<file path="src/rtl/fuzzificador_it2_seq_if.sv">
// Handshake and configuration bundle for the interval type-2 fuzzifier.
//   master : sample producer / configuration writer / result consumer
//   slave  : the fuzzifier
// Signals:
//   in_valid/in_ready/in_data       crisp input sample, input n at [n*W +: W]
//   cfg_we/cfg_ready/cfg_addr/cfg_data
//                                   breakpoint writes, addr = (n*NSETS+s)*8 + k
//                                   (k 0..3 = A..D of UP, k 4..7 = A..D of LOW)
//   out_valid/out_ready             result bank handshake
//   FOU_UP/FOU_LOW                  upper/lower degrees, set i at [i*W +: W]
//   Ativo_UP                        bit i set when upper degree of set i is nonzero
interface fuzzificador_it2_seq_if #(
  parameter int W     = 8,
  parameter int NIN   = 2,
  parameter int NSETS = 3
);
  localparam int NSET_TOT = NIN * NSETS;
  localparam int AW       = $clog2(NSET_TOT * 8);

  logic                    in_valid;
  logic                    in_ready;
  logic [NIN*W-1:0]        in_data;
  logic                    cfg_we;
  logic                    cfg_ready;
  logic [AW-1:0]           cfg_addr;
  logic [W-1:0]            cfg_data;
  logic                    out_valid;
  logic                    out_ready;
  logic [NSET_TOT*W-1:0]   FOU_UP;
  logic [NSET_TOT*W-1:0]   FOU_LOW;
  logic [NSET_TOT-1:0]     Ativo_UP;

  modport master (
    output in_valid, in_data, cfg_we, cfg_addr, cfg_data, out_ready,
    input  in_ready, cfg_ready, out_valid, FOU_UP, FOU_LOW, Ativo_UP
  );

  modport slave (
    input  in_valid, in_data, cfg_we, cfg_addr, cfg_data, out_ready,
    output in_ready, cfg_ready, out_valid, FOU_UP, FOU_LOW, Ativo_UP
  );
endinterface

</file>
<file path="src/rtl/fuzzificador_it2_seq.sv">
// Interval type-2 trapezoidal fuzzifier, time-multiplexed over all
// 2*NIN*NSETS trapezoids with a single restoring divider.
// Ports:
//   clk      clock
//   RESET    asynchronous active-low reset
//   EN_SCLK  clock enable; low freezes all state and handshakes
//   bus      fuzzificador_it2_seq_if.slave (input, config and result handshakes)
//
// state | meaning
// ------+---------------------------------------------------------------
// IDLE  | waiting for a sample, in_ready high, config writable
// CLASS | classify x against trapezoid t, load divider operands
// DIV   | W restoring divide steps (always run, result may be discarded)
// STORE | write degree into shadow bank, advance t
// DONE  | publish shadow bank, hold out_valid until consumer accepts
module fuzzificador_it2_seq #(
  parameter int W     = 8,
  parameter int NIN   = 2,
  parameter int NSETS = 3
) (
  input logic                   clk,
  input logic                   RESET,
  input logic                   EN_SCLK,
  fuzzificador_it2_seq_if.slave bus
);
  localparam int NSET_TOT = NIN * NSETS;
  localparam int NTRAP    = 2 * NSET_TOT;
  localparam int NBP      = NSET_TOT * 8;
  localparam int AW       = $clog2(NBP);
  localparam int TW       = $clog2(NTRAP + 1);
  localparam int CW       = $clog2(W);
  localparam logic [W-1:0]  MAX    = '1;
  localparam logic [TW-1:0] T_LAST = TW'(NTRAP - 1);

  typedef enum logic [2:0] {
    S_IDLE,
    S_CLASS,
    S_DIV,
    S_STORE,
    S_DONE
  } state_t;

  state_t                state;
  logic [TW-1:0]         t;
  logic [NIN*W-1:0]      x_reg;
  logic [W-1:0]          bp [NBP];
  logic [W-1:0]          shadow_up [NSET_TOT];
  logic [W-1:0]          shadow_low [NSET_TOT];
  logic                  direct;
  logic [W-1:0]          direct_val;
  logic [W-1:0]          den;
  logic [W-1:0]          rem;
  logic [W-1:0]          quo;
  logic [CW-1:0]         div_cnt;
  logic                  out_valid;
  logic [NSET_TOT*W-1:0] fou_up;
  logic [NSET_TOT*W-1:0] fou_low;
  logic [NSET_TOT-1:0]   ativo_up;
  logic                  cfg_ready;

  assign cfg_ready     = (state == S_IDLE) || (state == S_DONE);
  assign bus.cfg_ready = cfg_ready;
  assign bus.in_ready  = (state == S_IDLE);
  assign bus.out_valid = out_valid;
  assign bus.FOU_UP    = fou_up;
  assign bus.FOU_LOW   = fou_low;
  assign bus.Ativo_UP  = ativo_up;

  // Breakpoint fetch for trapezoid t: set i = t>>1, t[0] selects the LOW quad.
  logic [TW-1:0]   set_i;
  logic [AW-4:0]   blk;
  logic [W-1:0]    a_v, b_v, c_v, d_v;
  logic [W-1:0]    x_cur;
  int              n_i;

  assign set_i = t >> 1;
  assign blk   = (AW-3)'(set_i);
  assign a_v   = bp[{blk, t[0], 2'd0}];
  assign b_v   = bp[{blk, t[0], 2'd1}];
  assign c_v   = bp[{blk, t[0], 2'd2}];
  assign d_v   = bp[{blk, t[0], 2'd3}];

  always_comb begin
    n_i   = int'(set_i) / NSETS;
    x_cur = x_reg[n_i*W +: W];
  end

  // Classification in priority order; only the slope cases use the divider.
  logic           cls_direct;
  logic [W-1:0]   cls_val;
  logic [W-1:0]   cls_den;
  logic [2*W-1:0] cls_num;

  always_comb begin
    cls_direct = 1'b1;
    cls_val    = '0;
    cls_den    = '0;
    cls_num    = '0;
    if (x_cur < a_v) begin
      cls_val = '0;
    end else if (x_cur > d_v) begin
      cls_val = '0;
    end else if (x_cur >= b_v && x_cur <= c_v) begin
      cls_val = MAX;
    end else if (x_cur < b_v) begin
      cls_direct = 1'b0;
      cls_num    = {W'(0), x_cur - a_v} * {W'(0), MAX};
      cls_den    = b_v - a_v;
    end else begin
      cls_direct = 1'b0;
      cls_num    = {W'(0), d_v - x_cur} * {W'(0), MAX};
      cls_den    = d_v - c_v;
    end
  end

  // One restoring step: dividend bits shift out of quo's MSB into rem while
  // quotient bits shift in at quo's LSB. den=0 always subtracts, giving MAX.
  logic [W:0]   trial;
  logic [W-1:0] rem_nxt;
  logic [W-1:0] quo_nxt;

  always_comb begin
    trial = {rem, quo[W-1]};
    if (trial >= {1'b0, den}) begin
      rem_nxt = W'(trial - {1'b0, den});
      quo_nxt = {quo[W-2:0], 1'b1};
    end else begin
      rem_nxt = trial[W-1:0];
      quo_nxt = {quo[W-2:0], 1'b0};
    end
  end

  always_ff @(posedge clk or negedge RESET) begin
    if (!RESET) begin
      state      <= S_IDLE;
      t          <= '0;
      x_reg      <= '0;
      direct     <= 1'b0;
      direct_val <= '0;
      den        <= '0;
      rem        <= '0;
      quo        <= '0;
      div_cnt    <= '0;
      out_valid  <= 1'b0;
      fou_up     <= '0;
      fou_low    <= '0;
      ativo_up   <= '0;
      for (int k = 0; k < NBP; k++) bp[k] <= '0;
      for (int k = 0; k < NSET_TOT; k++) begin
        shadow_up[k]  <= '0;
        shadow_low[k] <= '0;
      end
    end else if (EN_SCLK) begin
      if (bus.cfg_we && cfg_ready && (int'(bus.cfg_addr) < NBP))
        bp[bus.cfg_addr] <= bus.cfg_data;

      case (state)
        S_IDLE: begin
          if (bus.in_valid) begin
            x_reg <= bus.in_data;
            t     <= '0;
            state <= S_CLASS;
          end
        end
        S_CLASS: begin
          direct     <= cls_direct;
          direct_val <= cls_val;
          den        <= cls_den;
          rem        <= cls_num[2*W-1:W];
          quo        <= cls_num[W-1:0];
          div_cnt    <= CW'(W - 1);
          state      <= S_DIV;
        end
        S_DIV: begin
          rem <= rem_nxt;
          quo <= quo_nxt;
          if (div_cnt == '0) state <= S_STORE;
          else               div_cnt <= div_cnt - 1'b1;
        end
        S_STORE: begin
          if (t[0]) shadow_low[set_i] <= direct ? direct_val : quo;
          else      shadow_up[set_i]  <= direct ? direct_val : quo;
          t <= t + 1'b1;
          if (t == T_LAST) state <= S_DONE;
          else             state <= S_CLASS;
        end
        S_DONE: begin
          // First DONE cycle publishes the bank; afterwards wait for acceptance.
          if (!out_valid) begin
            for (int k = 0; k < NSET_TOT; k++) begin
              fou_up[k*W +: W]  <= shadow_up[k];
              fou_low[k*W +: W] <= shadow_low[k];
              ativo_up[k]       <= (shadow_up[k] != '0);
            end
            out_valid <= 1'b1;
          end else if (bus.out_ready) begin
            out_valid <= 1'b0;
            state     <= S_IDLE;
          end
        end
        default: state <= S_IDLE;
      endcase
    end
  end
endmodule

</file>
<file path="src/flat_wrapper.sv">
// flat-port wrapper written by rule: the top's interface ports become plain ports
module fuzzificador_it2_seq_flat 
#(
  parameter int W     = 8,
  parameter int NIN   = 2,
  parameter int NSETS = 3
)
  (clk, RESET, EN_SCLK, bus_in_valid, bus_in_data, bus_cfg_we, bus_cfg_addr, bus_cfg_data, bus_out_ready, bus_in_ready, bus_cfg_ready, bus_out_valid, bus_FOU_UP, bus_FOU_LOW, bus_Ativo_UP);
  fuzzificador_it2_seq_if #(.W(W), .NIN(NIN), .NSETS(NSETS)) bus_i ();
  input logic clk;
  input logic RESET;
  input logic EN_SCLK;
  input wire logic [$bits(bus_i.in_valid)-1:0] bus_in_valid;
  input wire logic [$bits(bus_i.in_data)-1:0] bus_in_data;
  input wire logic [$bits(bus_i.cfg_we)-1:0] bus_cfg_we;
  input wire logic [$bits(bus_i.cfg_addr)-1:0] bus_cfg_addr;
  input wire logic [$bits(bus_i.cfg_data)-1:0] bus_cfg_data;
  input wire logic [$bits(bus_i.out_ready)-1:0] bus_out_ready;
  output wire logic [$bits(bus_i.in_ready)-1:0] bus_in_ready;
  output wire logic [$bits(bus_i.cfg_ready)-1:0] bus_cfg_ready;
  output wire logic [$bits(bus_i.out_valid)-1:0] bus_out_valid;
  output wire logic [$bits(bus_i.FOU_UP)-1:0] bus_FOU_UP;
  output wire logic [$bits(bus_i.FOU_LOW)-1:0] bus_FOU_LOW;
  output wire logic [$bits(bus_i.Ativo_UP)-1:0] bus_Ativo_UP;
  assign bus_i.in_valid = bus_in_valid;
  assign bus_i.in_data = bus_in_data;
  assign bus_i.cfg_we = bus_cfg_we;
  assign bus_i.cfg_addr = bus_cfg_addr;
  assign bus_i.cfg_data = bus_cfg_data;
  assign bus_i.out_ready = bus_out_ready;
  assign bus_in_ready = bus_i.in_ready;
  assign bus_cfg_ready = bus_i.cfg_ready;
  assign bus_out_valid = bus_i.out_valid;
  assign bus_FOU_UP = bus_i.FOU_UP;
  assign bus_FOU_LOW = bus_i.FOU_LOW;
  assign bus_Ativo_UP = bus_i.Ativo_UP;
  fuzzificador_it2_seq #(.W(W), .NIN(NIN), .NSETS(NSETS)) u_core (.clk(clk), .RESET(RESET), .EN_SCLK(EN_SCLK), .bus(bus_i));
endmodule
</file>
<file path="config.mk">
export PLATFORM = sky130hd
export DESIGN_NAME = fuzzificador_it2_seq_flat
export DESIGN_NICKNAME = d
export VERILOG_FILES = /design/src/rtl/fuzzificador_it2_seq_if.sv /design/src/rtl/fuzzificador_it2_seq.sv /design/src/flat_wrapper.sv
export SDC_FILE = /design/constraint.sdc
export NUM_CORES = 1
export LEC_CHECK = 0
export ABC_CLOCK_PERIOD_IN_PS = 9900
export CORE_MARGIN = 1
export CORE_UTILIZATION = 35
export CTS_CLUSTER_SIZE = 28
export DETAILED_ROUTE_END_ITERATION = 10
export PLACE_DENSITY_LB_ADDON = 0.08
export RECOVER_POWER = 100
export SLEW_MARGIN = 10
export SYNTH_ARGS = -nofsm -noshare
export SYNTH_HDL_FRONTEND = slang
export SYNTH_SLANG_ARGS = --single-unit
</file>
<file path="constraint.sdc">
create_clock -name clk -period 9.9 [get_ports clk]
set_clock_uncertainty 0.15 [all_clocks]
set_input_delay 1.485 -clock clk [delete_from_list [all_inputs] [get_ports clk]]
set_output_delay 1.485 -clock clk [all_outputs]
set_load 0.1 [all_outputs]
</file>
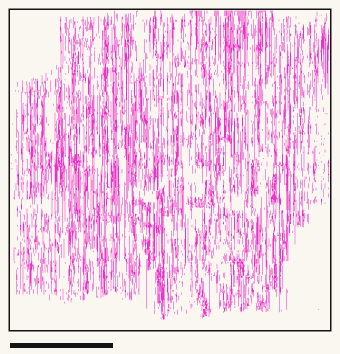
(the metal 2 layer)
Bar = 100 um.
The layer holds 48% of the routed length. 2,634 nets have wire on it. The longest straight run is 111 um. The wires run mostly vertical. The layer carries 42.6 mm of wire.

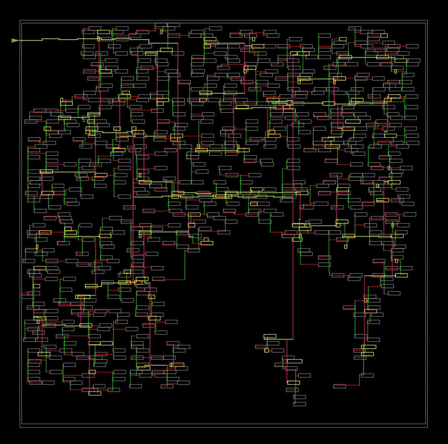
(clock nets)
Clock Buffer Count: 114
FF+latch count: 635
# clock sinks: 635

==> impl_metrics.yaml <==
# yosys + openroad results
run_status:
  status: "finished with violations"
  violations: "capacitance limit, slew limit"
yosys:
  synthSimpleGateAreaFrac_pct: 5.99
  ys_async_sr_fraction_pct: 100
  edf_count: 0
  synthesis.area_sq_um: 33100
  ys.flops: 635
  yosysWarnings: 0
  muxShareOfSynthArea_pct: 25.7
  top_logic_kind: "multiplexers"
  ys_cells: 2675
floorplanning:
  tap_cells: 1254
  row_count: 112
grt:
  grt_max_degree: 177
  grt_usage_pct: 18.9
setup_path:
  r2r_slack_ns: 1.36
  crit_buf_inv: 4
  cpLargestDelayFamily: "adder cells"
  crit_end: "u_core.rem[6]"
  reg2reg_from: "u_core.t[0]"
  cp-end-kind: "flip-flop"
finish:
  clk_share_pct: 6.64
  num-nonclk-buffers: 172
  dominant_cells: "multi-input combinational cells"
  utilization_pct: 40.9
  largest_register: "u_core.bp"
  stdcell_count: 4087
  filler_cell_count: 8918
sta:
  slew_viol_final: 753
  setup_ws_ns: 1.36
clock_tree:
  clkLatencyLatePin_ns: 0.62
flow_run:
  maxCapViolCount: 10
placed_design:
  post_dp_cell_area_sq_um: 35700
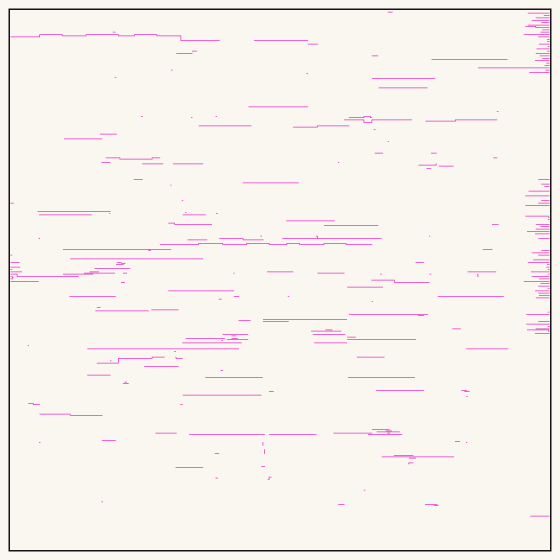
(metal 3)
The wires run mostly horizontal. 168 nets have wire on it. The longest straight run is 86.7 um.
routing usage on met3: 2.60%
DR vias: 20,900
drt total wl: 89.1 mm

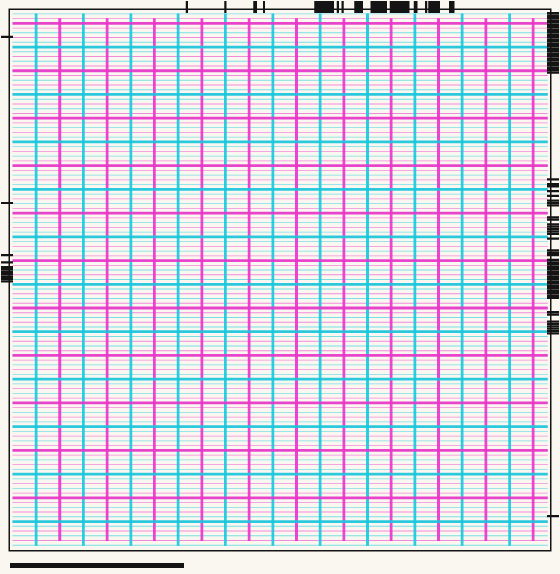
(supply network)
Bar = 100 um. Pins as bars on the die edge.
Cyan shows VSS. Magenta shows VDD.
113 met1 rails follow the rows. 22 straps on met4. 141 signal pins sit on the boundary.
Die X: 310 um
die height: 310 um

[cell usage in the layout (no fill, tap or decap), drive strengths merged, types with 5 or more instances in the layout]
cell           Yosys  final
a22oi              6      6
o21a               5      5
and2               8      8
and3               5      5
a211oi             9      9
a21o              27     27
a31oi             12     12
o22a              18     18
a21oi            120    120
mux4              83     83
xor2              34     34
nand3             23     23
nand2b            22     22
fa                47     47
o21ai            105    105
xnor2             46     46
nor4              14     14
mux2i             87     87
clkbuf           118    124
nor3              17     17
buf               31     31
clkinv             0     12
inv              165    170
dlygate4sd3        0    108
or3               11     11
o22ai             10     10
ha               131    131
nand2            125    125
mux2             513    513
dfrtp            635    635
clkdlybuf4s50      0     23
nor2             166    166
nor2b             21     21
[cells in the mapped netlist, drive strengths merged, types with 3 or more instances]
cell      n
nand2b   22
mux2    513
a21oi   120
a31oi    12
nand3    23
nor2b    21
and3      5
o21a      5
dfrtp   635
nor2    166
xor2     34
fa       47
nor3b     3
a22oi     6
o21bai    4
inv     165
a211oi    9
xnor2    46
o211ai    3
or3b      4
a21boi    3
nand2   125
ha      131
mux2i    87
a21o     27
buf      31
o22ai    10
nand3b    3
nor4     14
o22a     18
nor3     17
a22o      3
nand4     4
or3      11
mux4     83
o21ai   105
clkbuf  118
and2      8
or2       4
[layer usage]
metal,share of wire [%],vias up,GRT usage (%)
met1,46,10700,26.4
met4,2.3,0,4.92
met2,48,342,30.8
met5,0,-,0
li1,-,9679,-
met3,3.5,113,2.60
